==> images/final_placement.png <==
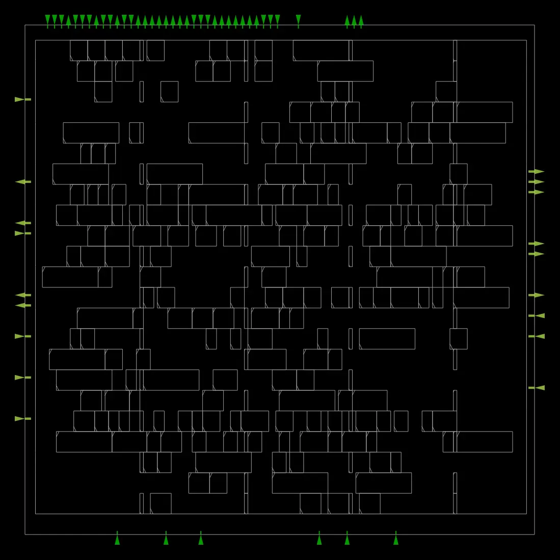
==> images/met3.png <==
Scale: 6 px per um.
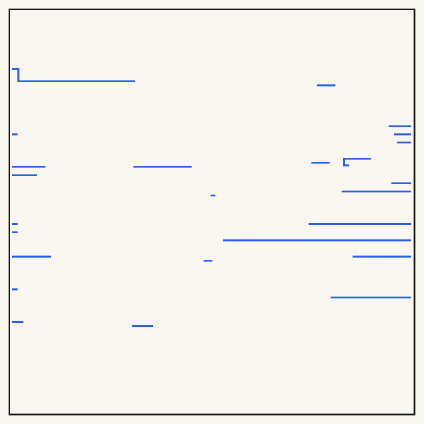
==> images/metal_stack.png <==
Scale: 6 px per um. Only two layers are drawn.
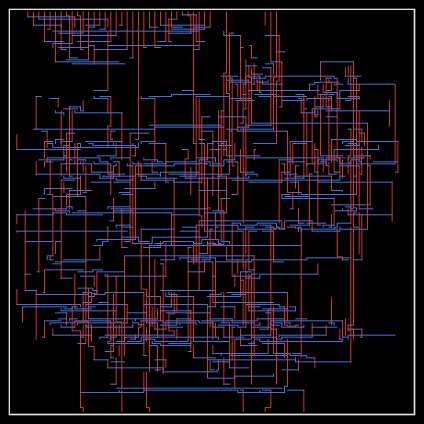
==> images/registers.png <==
Scale: 8 px per um.
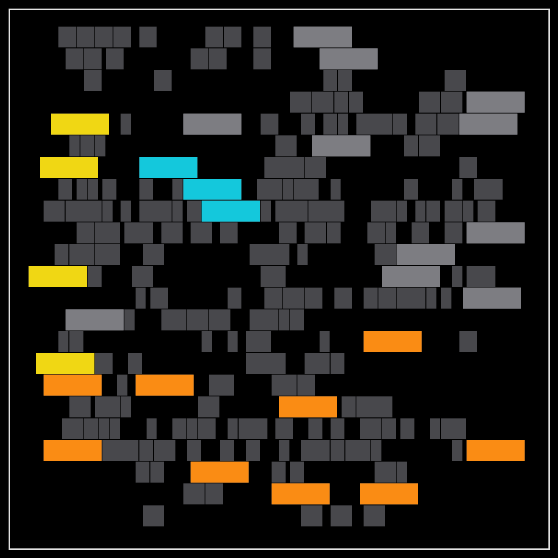
`config.mk`:
```
export PLATFORM = sky130hd
export DESIGN_NAME = shreg256_seq_ctrl
export DESIGN_NICKNAME = d
export VERILOG_FILES = /design/src/rtl/shreg256_seq_ctrl.sv
export SDC_FILE = /design/constraint.sdc
export NUM_CORES = 1
export LEC_CHECK = 0
export CORE_UTILIZATION = 40
export CTS_CLUSTER_SIZE = 20
export DETAILED_ROUTE_END_ITERATION = 6
export DONT_BUFFER_PORTS = 1
export MAX_ROUTING_LAYER = met4
export PLACE_DENSITY = 0.53
export RECOVER_POWER = 100
export SETUP_SLACK_MARGIN = 0.15
export SLEW_MARGIN = 5
export SYNTH_ARGS = -nofsm -noshare
export SYNTH_HDL_FRONTEND = slang
export SYNTH_SLANG_ARGS = --single-unit
export TNS_END_PERCENT = 30
```
`constraint.sdc`:
```
create_clock -name clk -period 4.14 [get_ports clk]
set_clock_uncertainty 0.05 [all_clocks]
set_input_delay 0.621 -clock clk [delete_from_list [all_inputs] [get_ports clk]]
set_output_delay 0.621 -clock clk [all_outputs]
set_load 0.02 [all_outputs]
```
`src/rtl/shreg256_seq_ctrl.sv`:
```
// Sequencer for the 256-bit load/left-shift register: word-serial operand load
// followed by a fixed left shift or a normalize-until-MSB-set pass.
module shreg256_seq_ctrl #(
  parameter int WORDS = 16,
  parameter int WW    = 16,
  parameter int CW    = 9
) (
  input  logic          clk,
  input  logic          rst,
  input  logic          start,
  input  logic          mode,
  input  logic [CW-1:0] shamt,
  input  logic [WW-1:0] din,
  input  logic          din_valid,
  output logic          din_ready,
  input  logic          reg_msb,
  output logic          reg_we,
  output logic          reg_sel_ls,
  output logic [WW-1:0] reg_din,
  output logic          busy,
  output logic          done,
  output logic [CW-1:0] shcnt,
  output logic          zero
);

  localparam int WCW = (WORDS > 1) ? $clog2(WORDS) : 1;
  localparam logic [CW-1:0]  SH_MAX   = CW'(WORDS * WW);
  localparam logic [CW-1:0]  NORM_MAX = CW'(WORDS * WW - 1);
  localparam logic [WCW-1:0] WLAST    = WCW'(WORDS - 1);

  typedef enum logic [2:0] {
    IDLE  = 3'd0,
    LOAD  = 3'd1,
    SHIFT = 3'd2,
    NORM  = 3'd3,
    DONE  = 3'd4
  } state_t;

  state_t         state, state_nxt;
  logic           mode_q, mode_nxt;
  logic [CW-1:0]  rem, rem_nxt;
  logic [CW-1:0]  shcnt_nxt;
  logic           zero_nxt;
  logic [WCW-1:0] wcnt, wcnt_nxt;
  logic           we_c, sel_c;
  logic [WW-1:0]  din_c;

  function automatic logic [CW-1:0] sat_shamt(input logic [CW-1:0] a);
    return (a > SH_MAX) ? SH_MAX : a;
  endfunction

  always_comb begin
    state_nxt = state;
    mode_nxt  = mode_q;
    rem_nxt   = rem;
    shcnt_nxt = shcnt;
    zero_nxt  = zero;
    wcnt_nxt  = wcnt;
    we_c      = 1'b0;
    sel_c     = 1'b0;
    din_c     = '0;
    din_ready = 1'b0;
    done      = 1'b0;
    busy      = (state != IDLE);
    case (state)
      IDLE: begin
        if (start) begin
          mode_nxt  = mode;
          rem_nxt   = sat_shamt(shamt);
          shcnt_nxt = '0;
          zero_nxt  = 1'b0;
          wcnt_nxt  = '0;
          state_nxt = LOAD;
        end
      end
      LOAD: begin
        din_ready = 1'b1;
        if (din_valid) begin
          we_c     = 1'b1;
          din_c    = din;
          wcnt_nxt = wcnt + WCW'(1);
          if (wcnt == WLAST) state_nxt = mode_q ? NORM : SHIFT;
        end
      end
      SHIFT: begin
        if (rem != '0) begin
          we_c      = 1'b1;
          sel_c     = 1'b1;
          rem_nxt   = rem - CW'(1);
          shcnt_nxt = shcnt + CW'(1);
        end else begin
          state_nxt = DONE;
        end
      end
      NORM: begin
        // The all-zero case stops after 255 shifts instead of spinning forever.
        if (reg_msb) begin
          state_nxt = DONE;
        end else if (shcnt != NORM_MAX) begin
          we_c      = 1'b1;
          sel_c     = 1'b1;
          shcnt_nxt = shcnt + CW'(1);
        end else begin
          zero_nxt  = 1'b1;
          state_nxt = DONE;
        end
      end
      DONE: begin
        done      = 1'b1;
        state_nxt = IDLE;
      end
      default: state_nxt = IDLE;
    endcase
  end

  // Register controls are suppressed during reset so an aborted op never writes.
  assign reg_we     = we_c & ~rst;
  assign reg_sel_ls = sel_c & ~rst;
  assign reg_din    = rst ? '0 : din_c;

  always_ff @(posedge clk) begin
    if (rst) begin
      state  <= IDLE;
      mode_q <= 1'b0;
      rem    <= '0;
      shcnt  <= '0;
      zero   <= 1'b0;
      wcnt   <= '0;
    end else begin
      state  <= state_nxt;
      mode_q <= mode_nxt;
      rem    <= rem_nxt;
      shcnt  <= shcnt_nxt;
      zero   <= zero_nxt;
      wcnt   <= wcnt_nxt;
    end
  end

endmodule

```
==> summary.txt <==
Physical implementation

The flow ran to the end, but the final reports show violations. The checks that failed: max-capacitance violations, max-slew violations. The total via count in the routed design is 1540. The worst setup path is launched from a flip-flop. Counting endpoints that fail hold in the final report gives 0. Setup repair after global routing left no endpoint under its margin.

The type recorded for the worst min-delay path is in -> reg. The flow reports that sequential cells draw 55.4% of the design power. met2 is the most crowded layer. The top power group is sequential cells. The post-layout worst setup margin is 1.016 ns.

0 antenna diodes ended up in the layout. The startpoint of the worst setup timing path is rem[0]$_SDFFE_PP0P_. The post-CTS setup repair buffer count is 0.

The proportion of register bits with asynchronous set or reset after synthesis is 0%. After routing the design area is 1749 um^2. Across all register-to-register paths, the minimum setup slack is 1.23 ns.

Sorting the Yosys area breakdown by cell type puts at the top sky130_fd_sc_hd__dfxtp_1. Looking at the critical path, the single cell with the biggest stage delay is sky130_fd_sc_hd__nor4b_1. The die is 67.30 um tall. The placeable core area is 4058 um^2. The dominant cell by count in the synthesized netlist is sky130_fd_sc_hd__dfxtp_1. The combinational power reported by the tool is 70.4 uW. The most used cell along the critical path is sky130_fd_sc_hd__a21oi_1.

Ranked by total area, the top cell class in this layout is multi-input combinational cells. The global placer's final weighted congestion is 0.8248. Entering global routing, the biggest net connects 29 pins.

For reference, the clock transition at the flip-flops on the worst setup and hold paths is 0.09 ns. Multi-input logic gates represent a cell area share of 61.02%. The cell-mix breakdown from Yosys lists the adder-cell area share as 2.935%.

The post-detailed-placement cell area is 1723 um^2. The detailed placer reported the number of placed instances as 254. The inserted tap cell count is 50.

The final critical path time including I/O delays and setup is 3.124 ns. The most common logic cells in the final layout are 27 x sky130_fd_sc_hd__dfxtp_1, 19 x sky130_fd_sc_hd__nor2_1, 16 x sky130_fd_sc_hd__and2_0, 15 x sky130_fd_sc_hd__a21oi_1, 14 x sky130_fd_sc_hd__nand2_1. The critical path capture point is reg_we. Per the slew report, the remaining headroom to the max-slew limit stands at -35.20%. For reference, the final report shows the max-slew violation count at 12. Pin placement for this block handled 62 I/O pins. The required time at the worst endpoint is listed as 3.47 ns. The TritonCTS clock tree is done. The global routing report lists met3 layer usage as 2.703%. The most common cell after layout, fill and taps aside is sky130_fd_sc_hd__dfxtp_1. The first detailed-routing pass ran for 5 iterations. The run reported a max-capacitance violation count of 1. The clock latency of the later-clocked register in the worst-skew pair is 0.27 ns. The total routed wire length on the met1 layer is 2.043 mm.

The sequential portion of the cell area is 30.90%.
-- final_placement.png (at the start) --
number of filler instances in the final layout: 410
FFs & Latches: 27

-- met3.png (at the start) --
share of all routed wire: 3.8%
main direction: horizontal
wire length on this layer: 161 um
nets with wire on the layer: 22

-- metal_stack.png (at the start) --
| layer | color | wire length |
|---|---|---|
| met2 | red | 1960 um |
| met1 | blue | 2040 um |

-- registers.png (at the start) --
| netlist name | color | placed flops |
|---|---|---|
| state | cyan | 3 |
| wcnt | yellow | 4 |
| rem | orange | 9 |

Power and IR drop assume default switching activity.
